`src/rtl/usb_pkg.sv`:
```
// ============================================================================
// Module      : usb_pkg
// Description : Shared types and constants for the USB receive decoder.
// Revision    : 1.0 - initial release
// ============================================================================
`default_nettype none

package usb_pkg;

  typedef enum logic [1:0] {
    LS_J   = 2'd0,
    LS_K   = 2'd1,
    LS_SE0 = 2'd2
  } line_state_t;

  typedef enum logic [1:0] {
    ST_IDLE    = 2'd0,
    ST_RECEIVE = 2'd1,
    ST_EOP_SE0 = 2'd2,
    ST_EOP_J   = 2'd3
  } rx_state_t;

  localparam int unsigned STUFF_LIMIT = 6;

  // SE1 is illegal on the bus and is folded into SE0.
  function automatic line_state_t classify_line(input logic dp, input logic dm);
    case ({dp, dm})
      2'b10:   return LS_J;
      2'b01:   return LS_K;
      default: return LS_SE0;
    endcase
  endfunction

endpackage

`default_nettype wire

```
`src/rtl/usb_rx_sync.sv`:
```
// ============================================================================
// Module      : usb_rx_sync
// Description : Two-flop synchronizer for D+/D- and line-state classification.
// Revision    : 1.0 - initial release
// ============================================================================
`default_nettype none

module usb_rx_sync
  import usb_pkg::*;
(
  input  logic        clk,
  input  logic        rst,
  input  logic        d_plus,
  input  logic        d_minus,
  output line_state_t line_state,
  output logic        line_change
);

  logic        r_dp_meta;
  logic        r_dm_meta;
  logic        r_dp_sync;
  logic        r_dm_sync;
  line_state_t w_meta_state;

  always_ff @(posedge clk or posedge rst) begin
    if (rst) begin
      r_dp_meta <= 1'b1;
      r_dm_meta <= 1'b0;
      r_dp_sync <= 1'b1;
      r_dm_sync <= 1'b0;
    end else begin
      r_dp_meta <= d_plus;
      r_dm_meta <= d_minus;
      r_dp_sync <= r_dp_meta;
      r_dm_sync <= r_dm_meta;
    end
  end

  assign w_meta_state = classify_line(r_dp_meta, r_dm_meta);
  assign line_state   = classify_line(r_dp_sync, r_dm_sync);

  // Flags a state change one cycle early so the bit timer clears on the same
  // edge that the new synchronized state appears.
  assign line_change  = (w_meta_state != line_state);

endmodule

`default_nettype wire

```
`src/rtl/usb_decoder.sv`:
```
// ============================================================================
// Module      : usb_decoder
// Description : USB full/low-speed receive path: bit timing, NRZI decode,
//               bit unstuffing and packet framing (SOP/EOP).
//               Optional: USB_DECODER_STUFF_CHECK_EN drives stuff_err.
// Revision    : 1.0 - initial release
// ============================================================================
`default_nettype none

module usb_decoder
  import usb_pkg::*;
#(
  parameter int CLKS_PER_BIT = 8
) (
  input  logic clk,
  input  logic rst,
  input  logic d_plus,
  input  logic d_minus,
  output logic data_out,
  output logic data_valid,
  output logic rx_active,
  output logic eop,
  output logic stuff_err
);

  localparam int              c_TW          = $clog2(CLKS_PER_BIT);
  localparam logic [c_TW-1:0] c_HALF_BIT    = c_TW'(CLKS_PER_BIT / 2);
  localparam logic [c_TW-1:0] c_LAST_TICK   = c_TW'(CLKS_PER_BIT - 1);
  localparam logic [2:0]      c_STUFF_LIMIT = 3'(STUFF_LIMIT);
  localparam logic [2:0]      c_ONES_MAX    = 3'd7;

  line_state_t     w_line;
  logic            w_line_change;
  logic [c_TW-1:0] r_timer;
  logic            w_sample;
  logic            w_bit;

  rx_state_t       r_state;
  rx_state_t       w_state_nxt;
  line_state_t     r_prev;
  line_state_t     w_prev_nxt;
  logic [2:0]      r_ones;
  logic [2:0]      w_ones_nxt;
  logic            w_dv_nxt;
  logic            w_dout_nxt;
  logic            w_eop_nxt;
  logic            r_data_out;
  logic            r_data_valid;
  logic            r_eop;
  logic            r_rx_active;
`ifdef USB_DECODER_STUFF_CHECK_EN
  logic            w_serr_nxt;
  logic            r_stuff_err;
`endif

  usb_rx_sync u_rx_sync (
    .clk         (clk),
    .rst         (rst),
    .d_plus      (d_plus),
    .d_minus     (d_minus),
    .line_state  (w_line),
    .line_change (w_line_change)
  );

  always_ff @(posedge clk or posedge rst) begin
    if (rst) begin
      r_timer <= '0;
    end else if (w_line_change || (r_timer == c_LAST_TICK)) begin
      r_timer <= '0;
    end else begin
      r_timer <= r_timer + 1'b1;
    end
  end

  assign w_sample = (r_timer == c_HALF_BIT);
  assign w_bit    = (w_line == r_prev);

  always_ff @(posedge clk or posedge rst) begin
    if (rst) begin
      r_state <= ST_IDLE;
    end else begin
      r_state <= w_state_nxt;
    end
  end

  always_comb begin
    w_state_nxt = r_state;
    w_prev_nxt  = r_prev;
    w_ones_nxt  = r_ones;
    w_dv_nxt    = 1'b0;
    w_dout_nxt  = 1'b0;
    w_eop_nxt   = 1'b0;
`ifdef USB_DECODER_STUFF_CHECK_EN
    w_serr_nxt  = 1'b0;
`endif
    if (w_sample) begin
      case (r_state)
        ST_IDLE: begin
          // The first K of the sync pattern is always a 0 against idle J.
          if (w_line == LS_K) begin
            w_state_nxt = ST_RECEIVE;
            w_dv_nxt    = 1'b1;
            w_dout_nxt  = 1'b0;
            w_prev_nxt  = LS_K;
            w_ones_nxt  = '0;
          end
        end
        ST_RECEIVE: begin
          if (w_line == LS_SE0) begin
            w_state_nxt = ST_EOP_SE0;
          end else begin
            w_prev_nxt = w_line;
            if (r_ones >= c_STUFF_LIMIT) begin
              w_ones_nxt = '0;
`ifdef USB_DECODER_STUFF_CHECK_EN
              w_serr_nxt = w_bit;
`endif
            end else begin
              w_dv_nxt   = 1'b1;
              w_dout_nxt = w_bit;
              if (!w_bit) begin
                w_ones_nxt = '0;
              end else if (r_ones != c_ONES_MAX) begin
                w_ones_nxt = r_ones + 3'd1;
              end
            end
          end
        end
        ST_EOP_SE0: begin
          // A lone SE0 bit is a glitch; the recovering sample is dropped.
          if (w_line == LS_SE0) begin
            w_state_nxt = ST_EOP_J;
          end else begin
            w_state_nxt = ST_RECEIVE;
          end
        end
        ST_EOP_J: begin
          if (w_line != LS_SE0) begin
            w_state_nxt = ST_IDLE;
            w_prev_nxt  = LS_J;
            w_ones_nxt  = '0;
            w_eop_nxt   = (w_line == LS_J);
          end
        end
        default: begin
          w_state_nxt = ST_IDLE;
        end
      endcase
    end
  end

  always_ff @(posedge clk or posedge rst) begin
    if (rst) begin
      r_prev       <= LS_J;
      r_ones       <= '0;
      r_data_out   <= 1'b0;
      r_data_valid <= 1'b0;
      r_eop        <= 1'b0;
      r_rx_active  <= 1'b0;
    end else begin
      r_prev       <= w_prev_nxt;
      r_ones       <= w_ones_nxt;
      r_data_out   <= w_dout_nxt;
      r_data_valid <= w_dv_nxt;
      r_eop        <= w_eop_nxt;
      r_rx_active  <= (w_state_nxt != ST_IDLE);
    end
  end

`ifdef USB_DECODER_STUFF_CHECK_EN
  always_ff @(posedge clk or posedge rst) begin
    if (rst) begin
      r_stuff_err <= 1'b0;
    end else begin
      r_stuff_err <= w_serr_nxt;
    end
  end

  assign stuff_err = r_stuff_err;
`else
  assign stuff_err = 1'b0;
`endif

  assign data_out   = r_data_out;
  assign data_valid = r_data_valid;
  assign eop        = r_eop;
  assign rx_active  = r_rx_active;

endmodule

`default_nettype wire

```
`config.mk`:
```
export PLATFORM = sky130hd
export DESIGN_NAME = usb_decoder
export DESIGN_NICKNAME = d
export VERILOG_FILES = /design/src/rtl/usb_pkg.sv /design/src/rtl/usb_rx_sync.sv /design/src/rtl/usb_decoder.sv
export SDC_FILE = /design/constraint.sdc
export NUM_CORES = 1
export LEC_CHECK = 0
export ABC_AREA = 1
export CAP_MARGIN = 20
export CORE_MARGIN = 4
export CORE_UTILIZATION = 58
export CTS_CLUSTER_DIAMETER = 60
export DETAILED_ROUTE_END_ITERATION = 10
export PLACE_DENSITY_LB_ADDON = 0.15
export SLEW_MARGIN = 20
export SYNTH_ARGS = -nofsm -noshare
export SYNTH_HDL_FRONTEND = slang
export SYNTH_HIERARCHICAL = 1
export SYNTH_SLANG_ARGS = --single-unit
```
`constraint.sdc`:
```
create_clock -name clk -period 4.4 [get_ports clk]
set_clock_uncertainty 0.15 [all_clocks]
set_input_delay 0.66 -clock clk [delete_from_list [all_inputs] [get_ports clk]]
set_output_delay 0.66 -clock clk [all_outputs]
set_load 0.05 [all_outputs]
```
Fig. 1: run 1, clock routing
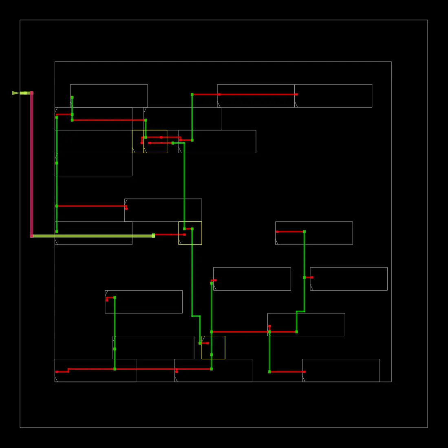
TritonCTS sink count: 18
Seq Cell Count: 18

Fig. 2: run 1, metal 2
Scale: 10 px per um.
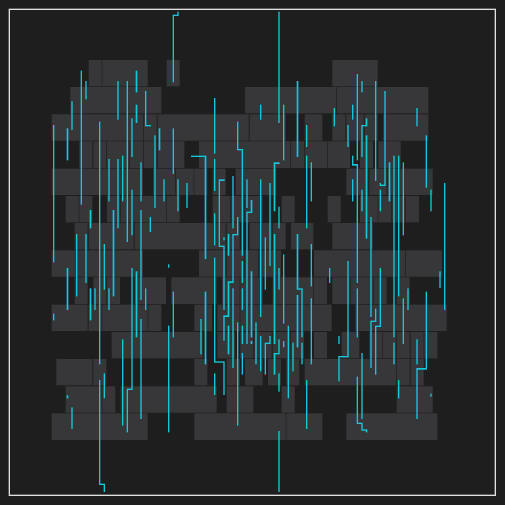
The layer carries 793 um of wire. The longest straight run is 24.1 um. The wires run mostly vertical.

Fig. 3: run 1, I/O nets highlighted
Scale: 8 px per um.
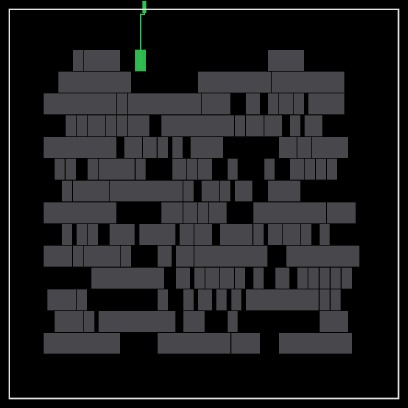
Key: green = stuff_err [direction output, edge north, end cells 1, buffers 0, wire 7.80 um]

Fig. 4: run 1, clock network drawn from the DEF
Scale: 10 px per um.
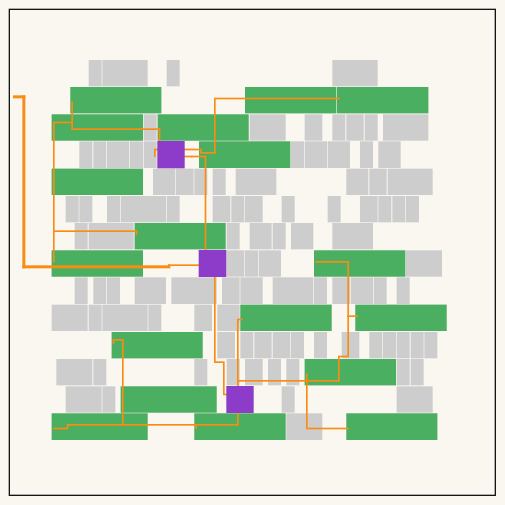
Key: green = flip-flops [count 18]; purple = cells driving clock nets [count 3]; orange = clock wires [length 206 um]
There are 4 routed clock nets.

-- run 1: report_power, final --
part / switching, mW / internal, mW
Combinational: 0.0316 / 0.0165
Clock: 0.0458 / 0.0352
Sequential: 0.00461 / 0.173
Total: 0.0820 / 0.225
-- run 1: worst paths after layout --
kind / from / endpoint / slack [ps] / depth (start not counted)
min in group asynchronous: rst / u_rx_sync/r_dm_sync / 420 / 2
setup reg to reg: u_rx_sync/r_dp_sync / r_ones[1] / 2530 / 10
hold / removal: u_rx_sync/r_dp_meta / u_rx_sync/r_dp_sync / 220 / 0
setup / recovery: eop / eop / 2180 / 1
max in group asynchronous: rst / r_ones[0] / 3160 / 2
hold reg to reg: u_rx_sync/r_dp_meta / u_rx_sync/r_dp_sync / 220 / 0
-- run 1: metal layers --
layer	vias up	routed length, um
met5	-	0
li1	365	-
met1	313	642
met3	2	44
met4	0	17
met2	9	793
-- run 1: cell type report --
class | count | area (um^2) | area share
Sequential cell | 18 | 453 | 0.428
Multi-Input combinational cell | 68 | 403 | 0.381
Inverter | 23 | 86.3 | 0.0816
Timing Repair Buffer | 7 | 70.1 | 0.0662
Clock buffer | 4 | 26.3 | 0.0248
Tap cell | 16 | 20.0 | 0.0189
-- run 1: state kept, by name, indices dropped and copies added (netlist names) --
register / count
data_valid: 1
rx_active: 1
data_out: 1
r_ones: 3
u_rx_sync/r_dm_meta: 1
r_timer: 3
eop: 1
u_rx_sync/r_dp_meta: 1
u_rx_sync/r_dp_sync: 1
r_state: 2
u_rx_sync/r_dm_sync: 1
r_prev: 2
-- run 1: stage by stage --
step | setup slack, ps | cells | power [mW]
global placement | 2500 | 132 | 0.227
CTS | 2160 | 136 | 0.314
finish | 2180 | 136 | 0.307
detailed placement | 2500 | 132 | 0.230
floorplan | 2690 | 110 | 0.217
global route | 2110 | 136 | 0.328
==> impl_metrics.py, run 1 <==
# Physical implementation metrics
metrics = {
    "routing": {
        "vias_per_cell": 5.07,
        "wl_per_cell_um": 11.0,
        "ant_nets": 0,
        "drtPass1Iterations": 4,
        "drc_errors": 0,
        "vias": 689,
    },
    "critical_path": {
        "start_kind": "register",
        "path_max_fanout": 1,
        "crit_slowest_cell": "clkdlybuf4s50_1",
        "worst-path-buf-inv": 1,
        "endpoint_kind": "output pin",
        "crit_type": "register to output pin",
        "max_stage_delay_ps": 790,
        "cp.arrival_ps": 1410,
        "cp.required_ps": 3590,
        "critPathTopFamily": "buffers and inverters",
        "path_cells": "clkdlybuf4s50_1",
    },
    "floorplan": {
        "core_um2": 1520,
        "placementRows": 14,
        "fp_util": 0.623,
        "dieArea_um2": 2350,
        "ios": 9,
        "die_y_um": 48.5,
        "die_x_um": 48.5,
    },
    "finish": {
        "layout_top_cells": "nand2_1 (22), inv_1 (21), dfrtp_1 (16), ha_1 (8), clkdlybuf4s50_1 (7)",
        "fillCellCount": 130,
        "n_antenna_cell": 0,
        "lay_top_count": "nand2_1",
        "nets": 133,
        "drive_above_1_share": 0.125,
        "area_growth_pct": 11.5,
        "post-route-util": 0.695,
    },
    "grt": {
        "met2_usage": 0.243,
        "gr-total-overflow": 0,
        "use_met1": 0.172,
        "antenna_found_initial": 0,
        "grt_pass1_vias": 660,
        "use_met3": 0.0276,
        "busiest_layer": "met2",
        "grt_use_total": 0.143,
    },
    "flow_run": {
        "drv_cap": 0,
        "warning_count": 28,
    },
    "yosys": {
        "flop_cell": "dfrtp_1",
        "syn_area_um2": 950,
        "edf_count": 0,
        "synth-async-reset-ratio": 1.00,
        "fp_nets": 122,
        "synth.cellmix.simpleShare": 0.246,
        "yosys_area_um2": 950,
        "yosysSeqAreaShare": 0.477,
        "synth_flop_count": 18,
        "synth.area.top_cells": "dfrtp_1 (42%), ha_1 (11%), nand2_1 (8.7%)",
        "xor_area_frac": 0.00922,
        "synthAdderAreaFrac": 0.105,
        "ys_cells": 110,
        "avgSynthCellArea_um2": 8.63,
        "yosysWarnings": 6,
        "ys_sh_mux": 0,
        "yosys.area.top_type": "dfrtp_1",
        "top_area_frac": 0.422,
        "top_cell": "nand2_1",
        "top_logic_kind": "simple AND/OR/NAND/NOR gates",
        "common_cells": "nand2_1 (22), inv_1 (21), dfrtp_1 (16)",
        "aoi_share": 0.0593,
        "synthCells": 110,
        "yosysUniqueCellTypes": 21,
    },
    "final_timing": {
        "tns_ps": 0,
        "timing.final.hold_violations": 0,
        "slew_headroom": 0.641,
        "max_freq_mhz": 451,
        "rsz0062_at_grt": "false",
        "post-route-min-period_ps": 2220,
        "worstMarginPinSlew_ps": 538,
        "drv_slew": 0,
        "fin_hold_ws_ps": 221,
        "period_used_share": 0.504,
    },
    "cts": {
        "h-tree-depth": 1,
        "cts_buffers": 3,
        "cts_setup_buffers": 0,
        "clkLatencyLatePin_ps": 280,
        "cts_resized": 0,
        "cts_tree": "built",
        "clk_pin_slew_worst_paths_ps": 90,
        "cts_root_buf": "clkbuf_4",
        "cts_hold_buf": 0,
    },
    "run_status": {
        "outcome": "finished, final reports clean",
    },
    "power_and_ir_drop": {
        "leakagePower_nw": 0.553,
        "vdd_drop_max_uv": 238,
    },
    "placement": {
        "gp_congestion": 0.838,
        "dpl-instance-area_um2": 1030,
        "hpwlAfterDp_um": 1190,
    },
}
Fig. 5: run 1, placed cells, one color a class
Scale: 8 px per um. Fill, decap, tap and diode cells in gray.
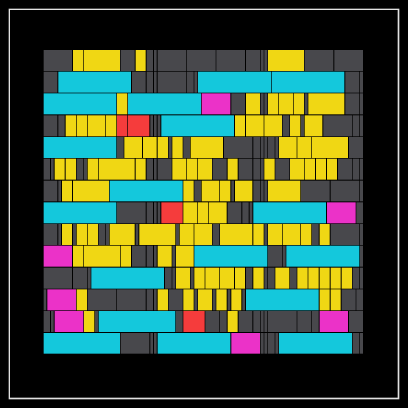

==> run 2, diff against run 1 <==
--- a/config.mk
+++ b/config.mk
@@ -8,7 +8,7 @@
 export ABC_AREA = 1
 export CAP_MARGIN = 20
 export CORE_MARGIN = 4
-export CORE_UTILIZATION = 58
+export CORE_UTILIZATION = 49
 export CTS_CLUSTER_DIAMETER = 60
 export DETAILED_ROUTE_END_ITERATION = 10
 export PLACE_DENSITY_LB_ADDON = 0.15
==> constraint.sdc (replaced) <==
create_clock -name clk -period 2 [get_ports clk]
set_clock_uncertainty 0.15 [all_clocks]
set_input_delay 0.3 -clock clk [delete_from_list [all_inputs] [get_ports clk]]
set_output_delay 0.3 -clock clk [all_outputs]
set_load 0.05 [all_outputs]
Fig. 6: run 2, placed cells, one color a class
Scale: 8 px per um. Fill, decap, tap and diode cells in gray.
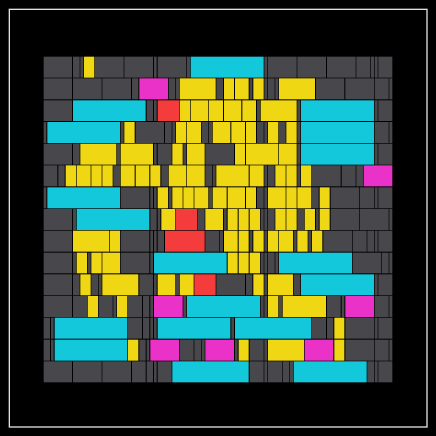
Key: red = clock drivers and dummy loads [cells 4, share of their area 3.5%]; yellow = all other logic [cells 91, share of their area 47%]; cyan = flip-flops [cells 18, share of their area 43%]; magenta = other buffers and delay cells [cells 7, share of their area 6.7%]

==> run 2 against run 1 <==
Effect of this change: worst setup slack got worse by 2100 ps; largest power group unchanged; flip-flop count unchanged; combinational power rose by 120%; sequential share of layout area decreased by 0.94 points; routed wire length grew 7.5%; register-to-register slack worse by 2400 ps; synthesized cell count did not move; critical path type unchanged; synthesized area unchanged; critical path depth stayed put; final area increased by 2.2%; worst hold slack worse by 170 ps; cell count rose by 6.6%.
==> impl_metrics.py, run 2 <==
# Physical implementation metrics
metrics = {
    "finish": {
        "nets": 133,
        "area_growth_pct": 14.0,
        "drive_above_1_share": 0.142,
        "regArea_um2": 453,
        "fillCellCount": 171,
        "combGateArea_um2": 405,
        "top_regs": "r_ones (3), r_timer (3)",
        "layout_top_cells": "nand2_1 (22), inv_1 (21), dfrtp_1 (16), ha_1 (7), clkdlybuf4s50_1 (7)",
    },
    "power_and_ir_drop": {
        "p_seq_frac": 0.542,
        "pwr-share-comb": 0.148,
        "p_int_mw": 0.529,
        "power_mw": 0.723,
        "pg_comb_mw": 0.107,
        "p_switching_mw": 0.194,
        "p_seq_mw": 0.392,
        "swShare": 0.268,
    },
    "yosys": {
        "flop_cell": "dfrtp_1",
        "yosysSeqAreaShare": 0.477,
        "avgSynthCellArea_um2": 8.63,
        "common_cells": "nand2_1 (22), inv_1 (21), dfrtp_1 (16)",
        "yosys.area.top_type": "dfrtp_1",
        "syn_area_um2": 950,
        "yosys_area_um2": 950,
        "synth-async-reset-ratio": 1.00,
        "top_area_frac": 0.422,
        "fp_nets": 122,
        "synth.area.top_cells": "dfrtp_1 (42%), ha_1 (11%), nand2_1 (8.7%)",
    },
    "routing": {
        "drc_errors": 0,
        "drtPass1Iterations": 4,
        "ant_nets": 0,
    },
    "final_timing": {
        "drv_slew": 0,
        "slew_headroom": 0.645,
        "worstMarginPinSlew_ps": 532,
        "final.setup.worst_slack_ps": 129,
        "timing.final.hold_violations": 0,
        "post-route-min-period_ps": 1870,
        "fin_hold_ws_ps": 53.9,
        "rsz0062_at_grt": "false",
    },
    "critical_path": {
        "crit_slowest_cell": "clkdlybuf4s50_1",
        "r2r_start": "u_rx_sync/r_dp_sync",
        "start_kind": "register",
        "crit_type": "register to output pin",
        "cp.arrival_ps": 1420,
        "cp.required_ps": 1550,
        "r2r_slack_ps": 160,
        "critPathTopFamily": "buffers and inverters",
        "endpoint_kind": "output pin",
        "crit_path_start": "data_valid",
        "reg2regPathDepth": 10,
        "max_stage_delay_ps": 790,
        "cp.depth": 1,
    },
    "floorplan": {
        "die_x_um": 52.0,
        "placementRows": 15,
        "ios": 9,
        "fp_util": 0.533,
    },
    "cts": {
        "h-tree-depth": 1,
        "cts_tree": "built",
        "cts_resized": 0,
        "cts_hold_buf": 0,
        "cts_setup_buffers": 0,
        "cts.sinks": 18,
        "cts_root_buf": "clkbuf_4",
    },
    "flow_run": {
        "drv_cap": 0,
        "warning_count": 28,
    },
    "run_status": {
        "outcome": "finished, final reports clean",
    },
    "grt": {
        "grt_use_total": 0.153,
        "antenna_found_initial": 0,
        "gr-total-overflow": 0,
    },
    "placement": {
        "dp_slack_ps": 147,
    },
}
Fig. 7: run 2, clock routing
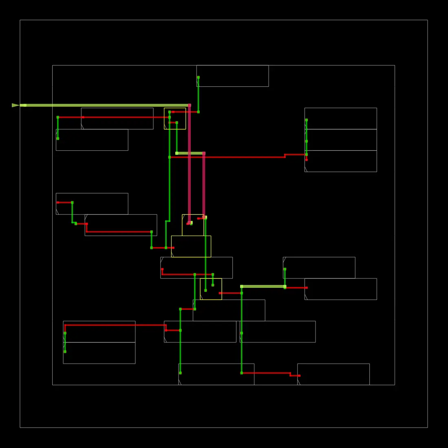
Skew-Pair Late Insertion Delay: 290 ps
CTS Buf Count: 3
Clock group: 0.224 mW
Clock Buffer Count: 4

## run 2: how the worst max path moves through the flow
stage / end
after floorplan: r_ones[1]
after global placement: r_ones[2]
after detailed placement: r_ones[0]
after CTS: rx_active
after global routing: r_ones[0]
final: data_valid
## run 2: logic make-up after synthesis
group | after synthesis | synth area share
adders and majority gates | 8 | 0.105
DFF | 18 | 0.477
other | 1 | 0.00395
xor gates and xnor gates | 1 | 0.00922
buffers and inverters | 24 | 0.0988
and+or+nand+nor | 47 | 0.246
AOI/OAI and AO/OA | 11 | 0.0593
## run 2: layout make-up
type,instances,share of cell area
Sequential cell,18,0.418
Multi-Input combinational cell,68,0.375
Inverter,23,0.0798
Timing Repair Buffer,7,0.0647
Clock buffer,4,0.0335
Tap cell,25,0.0289
## run 2: metrics by stage
| stage | cell area (um^2) | util | std cells |
|---|---|---|---|
| after floorplan | 950 | - | 110 |
| after global placement | 1040 | 0.585 | 141 |
| after detailed placement | 1040 | 0.585 | 141 |
| after CTS | 1080 | 0.606 | 145 |
| after global routing | 1080 | 0.607 | 145 |
| final | 1080 | 0.607 | 145 |
## run 2: worst reg2reg max path, cell delays in order, from the launching register on
cell and delay [ps]:
dfstp_2 530, inv_1 40, ha_2 380, inv_2 70, nor2_2 170, nor2_4 60
nand2_2 70, nand2_4 70, nand2_4 100, nand2_1 50, o21ai_1 70
## run 2: per-layer routing
| layer | share of wire | vias to the layer above | global-route usage |
|---|---|---|---|
| met5 | 0 | - | 0 |
| met4 | 0.014 | 0 | 0.0655 |
| met3 | 0.034 | 4 | 0.0344 |
| met2 | 0.46 | 15 | 0.243 |
| met1 | 0.49 | 325 | 0.199 |
| li1 | - | 363 | - |
Power is estimated from default activity; no workload was simulated.
